### Where the registers sit, run 1

Bar = 20 um.
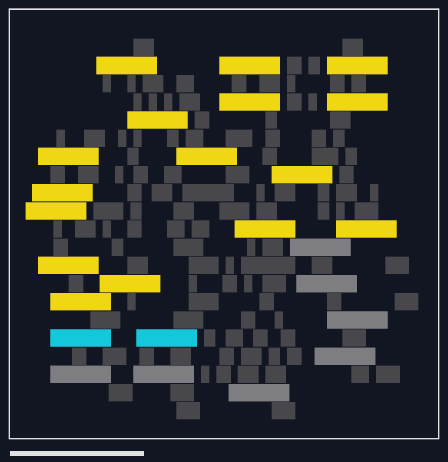
### Met1 routing, run 1

Bar = 20 um. Supply wires on this layer in gray.
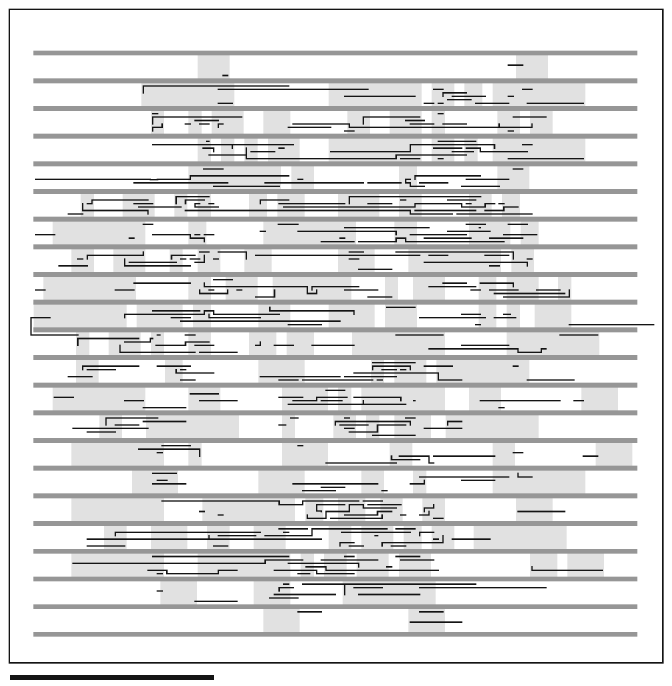
### Port wiring, run 1

Bar = 20 um.
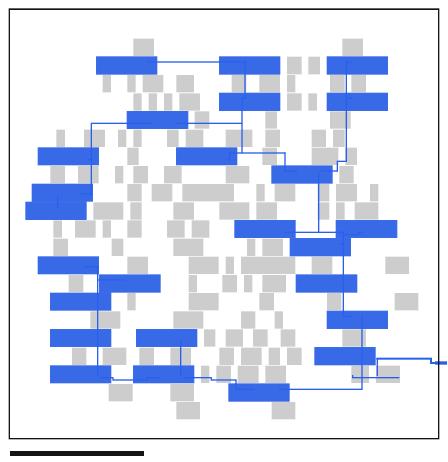
File: src/rtl/button_event_gen_pkg.sv
// Shared input-path definitions: button FSM state encoding and default
// hold/repeat timing for the board clock.
package button_event_gen_pkg;

  typedef enum logic [1:0] {
    ST_IDLE      = 2'd0,
    ST_PRESSED   = 2'd1,
    ST_REPEATING = 2'd2
  } btn_state_e;

  // Board clock defaults; each instance may override them.
  localparam int unsigned DEFAULT_LONG_CYCLES   = 1000;
  localparam int unsigned DEFAULT_REPEAT_CYCLES = 250;

endpackage

File: src/rtl/button_event_gen.sv
// Turns a debounced button level into one-cycle press / release / long-press /
// auto-repeat pulses plus held and long_held status levels.
module button_event_gen
  import button_event_gen_pkg::*;
#(
  parameter int unsigned CNT_WIDTH     = 16,
  parameter int unsigned LONG_CYCLES   = DEFAULT_LONG_CYCLES,
  parameter int unsigned REPEAT_CYCLES = DEFAULT_REPEAT_CYCLES,
  parameter bit          REPEAT_EN     = 1'b1
) (
  input  logic clk,
  input  logic rst_n,
  input  logic en,
  input  logic in,
  output logic press,
  // release/repeat are language keywords, hence the _evt suffix
  output logic release_evt,
  output logic long_press,
  output logic repeat_evt,
  output logic held,
  output logic long_held
);

  if (CNT_WIDTH < 1 || CNT_WIDTH > 32) begin : g_bad_width
    $error("button_event_gen: CNT_WIDTH must be 1..32");
  end
  if (LONG_CYCLES < 2 || 64'(LONG_CYCLES) > (64'd1 << CNT_WIDTH)) begin : g_bad_long
    $error("button_event_gen: LONG_CYCLES must be 2..2**CNT_WIDTH");
  end
  if (REPEAT_CYCLES < 2 || 64'(REPEAT_CYCLES) > (64'd1 << CNT_WIDTH)) begin : g_bad_repeat
    $error("button_event_gen: REPEAT_CYCLES must be 2..2**CNT_WIDTH");
  end

  localparam logic [CNT_WIDTH-1:0] LONG_LAST   = CNT_WIDTH'(LONG_CYCLES - 1);
  localparam logic [CNT_WIDTH-1:0] REPEAT_LAST = CNT_WIDTH'(REPEAT_CYCLES - 1);
  localparam logic [CNT_WIDTH-1:0] CNT_ONE     = CNT_WIDTH'(1);

  btn_state_e           state_q, state_d;
  logic [CNT_WIDTH-1:0] timer_q, timer_d;
  logic                 in_prev_q;
  logic                 press_q, press_d;
  logic                 release_q, release_d;
  logic                 long_q, long_d;
  logic                 repeat_q, repeat_d;
  logic                 held_q, held_d;
  logic                 long_held_q, long_held_d;
  logic                 rise, fall;

  assign rise = in & ~in_prev_q;
  assign fall = ~in & in_prev_q;

  always_comb begin
    state_d   = state_q;
    timer_d   = timer_q;
    press_d   = 1'b0;
    release_d = 1'b0;
    long_d    = 1'b0;
    repeat_d  = 1'b0;

    // Disable overrides everything, including a pending release.
    if (!en) begin
      state_d = ST_IDLE;
      timer_d = '0;
    end else begin
      unique case (state_q)
        ST_IDLE: begin
          timer_d = '0;
          if (rise) begin
            state_d = ST_PRESSED;
            press_d = 1'b1;
          end
        end
        ST_PRESSED: begin
          if (fall) begin
            state_d   = ST_IDLE;
            timer_d   = '0;
            release_d = 1'b1;
          end else if (timer_q == LONG_LAST) begin
            state_d = ST_REPEATING;
            timer_d = '0;
            long_d  = 1'b1;
          end else begin
            timer_d = timer_q + CNT_ONE;
          end
        end
        ST_REPEATING: begin
          if (fall) begin
            state_d   = ST_IDLE;
            timer_d   = '0;
            release_d = 1'b1;
          end else if (REPEAT_EN && timer_q == REPEAT_LAST) begin
            timer_d  = '0;
            repeat_d = 1'b1;
          end else if (REPEAT_EN || timer_q != '1) begin
            timer_d = timer_q + CNT_ONE;
          end
        end
        default: begin
          state_d = ST_IDLE;
          timer_d = '0;
        end
      endcase
    end

    held_d      = (state_d != ST_IDLE);
    long_held_d = (state_d == ST_REPEATING);
  end

  always_ff @(posedge clk or negedge rst_n) begin
    if (!rst_n) begin
      state_q     <= ST_IDLE;
      timer_q     <= '0;
      in_prev_q   <= 1'b0;
      press_q     <= 1'b0;
      release_q   <= 1'b0;
      long_q      <= 1'b0;
      repeat_q    <= 1'b0;
      held_q      <= 1'b0;
      long_held_q <= 1'b0;
    end else begin
      state_q     <= state_d;
      timer_q     <= timer_d;
      in_prev_q   <= in;
      press_q     <= press_d;
      release_q   <= release_d;
      long_q      <= long_d;
      repeat_q    <= repeat_d;
      held_q      <= held_d;
      long_held_q <= long_held_d;
    end
  end

  assign press       = press_q;
  assign release_evt = release_q;
  assign long_press  = long_q;
  assign repeat_evt  = repeat_q;
  assign held        = held_q;
  assign long_held   = long_held_q;

endmodule

File: config.mk
export PLATFORM = sky130hd
export DESIGN_NAME = button_event_gen
export DESIGN_NICKNAME = d
export VERILOG_FILES = /design/src/rtl/button_event_gen_pkg.sv /design/src/rtl/button_event_gen.sv
export SDC_FILE = /design/constraint.sdc
export NUM_CORES = 1
export LEC_CHECK = 0
export CELL_PAD_IN_SITES_DETAIL_PLACEMENT = 1
export CELL_PAD_IN_SITES_GLOBAL_PLACEMENT = 2
export CORE_MARGIN = 2
export CORE_UTILIZATION = 37
export CTS_CLUSTER_DIAMETER = 100
export DETAILED_ROUTE_END_ITERATION = 12
export GPL_ROUTABILITY_DRIVEN = 0
export MAX_ROUTING_LAYER = met4
export PLACE_DENSITY = 0.74
export REMOVE_ABC_BUFFERS = 1
export SYNTH_ARGS = -nofsm -noshare
export SYNTH_HDL_FRONTEND = slang
export SYNTH_SLANG_ARGS = --single-unit
File: constraint.sdc
create_clock -name clk -period 2.5 [get_ports clk]
set_clock_uncertainty 0.15 [all_clocks]
set_input_delay 0.5 -clock clk [delete_from_list [all_inputs] [get_ports clk]]
set_output_delay 0.5 -clock clk [all_outputs]
set_load 0.02 [all_outputs]
==> impl_metrics.yaml, run 1 <==
# flow metrics
outcome:
  outcome: "finished clean"
final_timing:
  finalSetupViolCount: 0
  clock.fmax_mhz: 455
  tns_ps: 0
  rsz0062_at_grt: "no"
  min_period_ps: 2200
  hold_viol: 0
  relSlewSlack_pct: 71.1
  worst_pin_slew_ps: 429
logic_synthesis:
  ys_types: 37
  ys_warn_count: 0
  syn_area_per_cell_sq_um: 10.8
  synth_area_sq_um: 1340
  ys.flops: 25
  ys_seq_share_pct: 46.9
worst_setup_path:
  crit_fanout: 16
  cp_top_family: "simple AND/OR/NAND/NOR gates"
  critPathLaunchType: "flip-flop"
  critical_path_class: "reg -> reg"
  end_kind: "flip-flop"
  cp.arrival_ps: 2260
  crit_buf_inv: 1
  critical_path.cell_chain: "inv_1 > ha_1 > or4b_2 > nor4_2 > o32a_4 > nor2_1"
  cpMaxStageDelayCell: "or4b_2"
  critical_path_required_ps: 2560
routing:
  drtAntennaViolNets: 0
  remaining_drc_errors: 0
  via_per_inst: 5.05
  drt-wirelength-per-cell_um: 14.2
  dr.first_iter.drc_count: 34
  first_pass_iters: 4
power:
  pwr-share-comb_pct: 7.9
  sw_frac_of_total_pct: 24.0
  pwr_density_cell_nw_per_um2: 427
  intPower_mw: 0.490
global_routing:
  grt_pass1_vias: 1027
  grt_max_degree: 26
  grt_util_all_layers_pct: 15.8
  grt_first_pass_wirelength_um: 4920
  grt-ovfl-total: 0
finish:
  area_growth_syn_to_layout_pct: 13.0
  antennaDiodeCount: 0
  final_util_pct: 44.5
  layout.cells.non_filler: 184
clock_tree:
  hold_buffers: 0
  cts_buffers: 3
  cts_resized: 0
  cts_tree: "built"
  cts_root_buf: "clkbuf_4"
  postCtsSetupBuffers: 0
  h-tree-depth: 1
  clock_path_buffers: 2
  clkLatencyLatePin_ps: 310
placed_design:
  pre_cts_ws_ps: 206
  hpwl_um: 1910
  numPortBuffers: 9
worst_hold_path:
  hold_path_class: "in -> async"
run:
  warnings: 29
floorplan:
  initCoreUtil_pct: 39.4
  chip_area_sq_um: 4100
  num_rows: 21
  die_x_um: 64.1
  io_pins: 10
  core-area_sq_um: 3390
## Picture notes: 'Where the registers sit'
[yellow] `timer_q` | sequential cells: 16
[cyan] `state_q` | sequential cells: 2

## Picture notes: 'Met1 routing'
wire length on this layer: 1340 um
longest straight run: 23.0 um
main direction: horizontal

## Picture notes: 'Port wiring'
[blue] `rst_n` | direction: input | edge: east | end cells: 25 | buffers: 2 | wire: 225 um

## run 1: sequential cells by signal (all words and copies together), names as in the netlist
name         cells
long_press       1
long_held        1
state_q          2
timer_q         16
release_evt      1
held             1
press            1
in_prev_q        1
repeat_evt       1
## run 1: per-stage QoR
stage	hold WS (ps)	power, mW	area (sq um)
6_report	388	0.645	1510
5_1_grt	382	0.683	1510
4_1_cts	381	0.658	1510
3_5_place_dp	371	0.471	1480
3_3_place_gp	362	0.470	1480
2_1_floorplan	54.4	0.445	1310
## run 1: cell families (layout without fill, tap and decap cells)
family	after synthesis	count (layout)	share of synthesized area (%)
AND-OR/OR-AND	8	8	5.72
XOR/XNOR	14	14	9.18
adder cells (fa/ha/maj)	6	6	5.62
buffers and inverters	9	23	3.75
flip-flops	25	25	46.9
AND/OR/NAND/NOR	62	62	28.9
## run 1: cells in the mapped netlist, drive strengths merged
library cell	count	share of area (%)
clkbuf	1	0.28
nand2b	2	0.94
nand4	5	2.3
inv	7	2.0
buf	1	1.5
or3b	2	1.3
and3b	1	0.66
or4bb	1	0.84
nand2	5	1.4
nand3	5	1.9
nor2	21	7.8
a311oi	1	0.66
and4	2	1.4
a2111oi	1	0.75
or4b	1	0.75
nor4	5	3.9
nor2b	1	0.47
or4	1	0.84
a21oi	2	0.75
a21o	1	0.66
and2	3	1.4
o2bb2ai	1	0.66
nor3	4	1.5
o32a	1	1.7
xnor2	13	8.5
o211ai	1	0.56
and3	1	0.47
xor2	1	0.66
dfrtp	25	47
ha	6	5.6
or2	2	0.94
## run 1: layout by cell type, fill, tap and decap left out, types with 2 or more instances in the layout
cell type	n
ha_1	6
inv_1	7
nor3_1	4
nor2_2	10
nand3_1	5
clkbuf_4	3
nor2_1	11
xnor2_1	13
nand4_1	5
buf_4	3
nor4_1	3
a21oi_1	2
and2_1	3
clkdlybuf4s50_1	9
nand2b_1	2
nand2_1	5
dfrtp_1	25
## run 1: worst paths after layout
check,start,endpoint,slack (ps),cells after the start
max reg2reg,timer_q[1],timer_q[2],300,6
min in group clk,timer_q[0],timer_q[0],390,1
min,rst_n,in_prev_q,390,2
min reg2reg,timer_q[0],timer_q[0],390,1
max,timer_q[1],timer_q[2],300,6
max in group asynchronous,rst_n,timer_q[5],1570,2
## run 1: area by class of cell
class | instances | area, sq um | area share [%]
inverters | 7 | 26.3 | 1.74
repair buffers | 12 | 113 | 7.46
flip-flops and latches | 25 | 626 | 41.5
multi-input cells | 90 | 659 | 43.7
well taps | 46 | 57.6 | 3.81
clock inverters | 1 | 5.00 | 0.332
clock buffers | 3 | 22.5 | 1.49
## run 1: power by group through the flow
stage	Clock, mW	Combinational [mW]	Sequential (mW)
6_report	0.182	0.0508	0.412
3_3_place_gp	0	0.0498	0.420
3_5_place_dp	0	0.0516	0.420
5_1_grt	0.212	0.0577	0.413
2_1_floorplan	0	0.0226	0.422
4_1_cts	0.194	0.0516	0.412
## run 1: per-layer routing
metal,wire length (um),global-route usage [%],share of wire [%]
met1,1340,21.5,51
met2,1200,24.2,46
met5,0,-,0
met3,51,2.46,2.0
met4,21,4.89,0.80
## Run 2: what changed since run 1
- TNS_END_PERCENT: not set -> 100
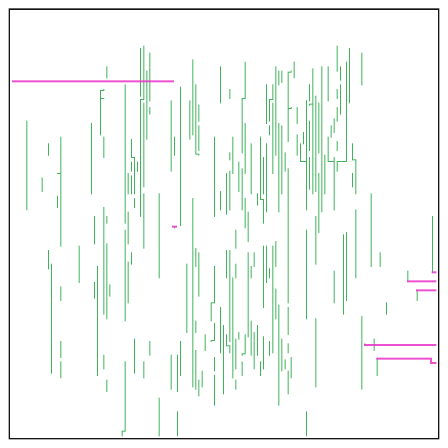
*Routed metal, one color a layer, run 2*
Only two layers are drawn.
[magenta] met3 | wire length: 51.3 um
[green] met2 | wire length: 1200 um
overall routed net length: 2610 um
routed len/inst: 14.2 um

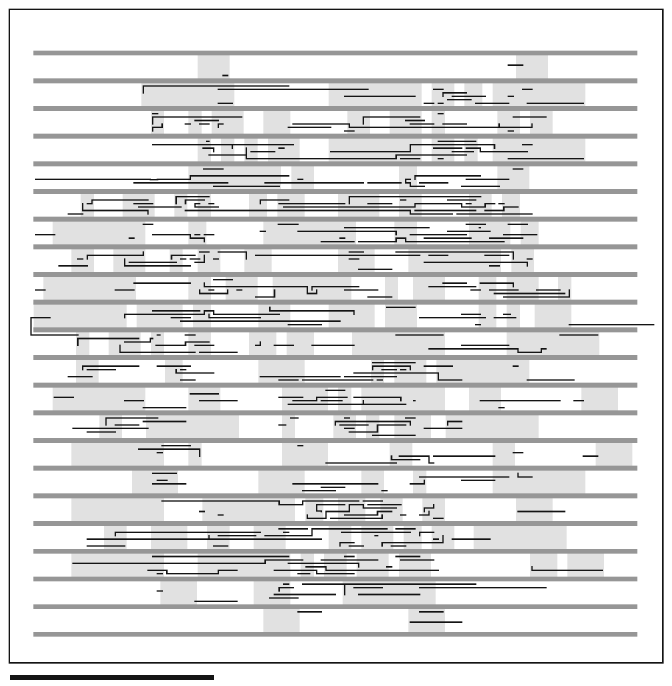
*Met1 routing, run 2*
Bar = 20 um. Supply wires on this layer in gray.
longest straight run: 23.0 um
wire length on this layer: 1340 um

==> run 2 against run 1 <==
Effect of this change: combinational power hardly changed; register-to-register slack about the same; non-clock buffer count stayed put; synthesized cell count unchanged; global-route usage unchanged; critical endpoint unchanged; synthesized area stayed put.
==> impl_metrics.yaml, run 2 <==
# flow metrics
outcome:
  outcome: "finished clean"
placed_design:
  hpwl_um: 1910
  numPortBuffers: 9
final_timing:
  finalSetupViolCount: 0
  timing.hold.ws_ps: 388
  tns_ps: 0
  min_period_ps: 2200
  worst_pin_slew_ps: 429
  hold_viol: 0
  clock.fmax_mhz: 455
  rsz0062_at_grt: "no"
  relSlewSlack_pct: 71.1
worst_setup_path:
  end_kind: "flip-flop"
  critical_path_required_ps: 2560
  critical_path_class: "reg -> reg"
  crit_buf_inv: 1
  r2r_cells: 6
  crit_fanout: 16
  cpMaxStageDelayCell: "or4b_2"
  critPathLaunchType: "flip-flop"
  rr_endpoint: "timer_q[2]"
  critical_path.cell_chain: "inv_1 > ha_1 > or4b_2 > nor4_2 > o32a_4 > nor2_1"
routing:
  drtAntennaViolNets: 0
  dr.first_iter.drc_count: 34
  via_per_inst: 5.05
  remaining_drc_errors: 0
  first_pass_iters: 4
clock_tree:
  cts_resized: 0
  cts_buffers: 3
  hold_buffers: 0
  clock_path_buffers: 2
  cts_root_buf: "clkbuf_4"
  h-tree-depth: 1
  clkLatencyLatePin_ps: 310
run:
  warnings: 29
floorplan:
  initCoreUtil_pct: 39.4
  num_rows: 21
  die_x_um: 64.1
  chip_area_sq_um: 4100
  core-area_sq_um: 3390
  io_pins: 10
logic_synthesis:
  top_cell_area_share_pct: 46.9
  synth_area_sq_um: 1340
  top_cells_by_count: "dfrtp_1, xnor2_1, nor2_1, nor2_2, inv_1"
  ys_types: 37
  edf_count: 0
  largest_area_cell: "dfrtp_1"
  ys.flop_type: "dfrtp_1"
  topCellsByArea: "dfrtp_1, xnor2_1, ha_1"
  ys_seq_share_pct: 46.9
global_routing:
  grt_first_pass_wirelength_um: 4920
  grt_util_all_layers_pct: 15.8
  grt_pass1_vias: 1027
  grt_max_degree: 26
  grt-ovfl-total: 0
power:
  p_total_mw: 0.645
finish:
  antennaDiodeCount: 0
  top_register: "timer_q"
  layout.cells.non_filler: 184
  reg_top3: "timer_q (16), state_q (2)"
  mostFrequentLayoutCells: "dfrtp_1, xnor2_1, nor2_1, nor2_2, clkdlybuf4s50_1"
  design_area_sq_um: 1510
  area_growth_syn_to_layout_pct: 13.0
  largest_reg_flops: 16
  layout_top_cell: "dfrtp_1"
worst_hold_path:
  hold_path_class: "in -> async"
run 2: cell counts in the layout (fill, tap and decap cells not counted):
Identical to the previous run, type by type.
run 2: stage by stage:
stage | utilization (%) | setup slack, ps
floorplan | - | 506
global placement | 43.7 | 302
detailed placement | 43.7 | 206
global route | 44.5 | 169
CTS | 44.5 | 276
finish | 44.5 | 303
run 2: worst register-to-register path, cell delays in order, from the launching register on:
cell	delay, ps
dfrtp_1	440
inv_1	70
ha_1	140
or4b_2	600
nor4_2	230
o32a_4	380
nor2_1	90
run 2: layer usage:
metal  up-vias  wire [um]  global-route usage (%)  part of all wire, %
li1        457          -                       -                    -
met1       465       1340                    21.5                   51
met2         6       1200                    24.2                   46
met3         2         51                    2.46                  2.0
met4         0         21                    4.89                 0.80
met5         -          0                       -                    0
run 2: how the worst max path moves through the flow:
stage,end,slack (ps),depth (start not counted)
after detailed placement,held,210,5
after CTS,timer_q[2],280,6
after global routing,timer_q[4],170,6
after floorplan,timer_q[15],510,6
after global placement,held,300,5
final,timer_q[2],300,6
run 2: logic make-up (layout without fill, tap and decap cells):
family                     Yosys count  count (layout)  synth area share (%)
and+or+nand+nor                     62              62                  28.9
DFF                                 25              25                  46.9
xor gates and xnor gates            14              14                  9.18
buffers and inverters                9              23                  3.75
AOI/OAI and AO/OA                    8               8                  5.72
adders and majority gates            6               6                  5.62
run 2: where the power goes:
group | total [mW] | internal (mW) | switching (mW)
Sequential | 0.412 | 0.409 | 0.00334
Combinational | 0.0508 | 0.0213 | 0.0296
Clock | 0.182 | 0.0598 | 0.122
run 2: cell type report:
cell class	instances	area, sq um
tap	46	57.6
inverter	7	26.3
sequential	25	626
fill	360	1880
clock buffer	3	22.5
clock inverter	1	5.00
timing repair buffer	12	113
multi-input combinational	90	659
Power and IR drop assume default switching activity.
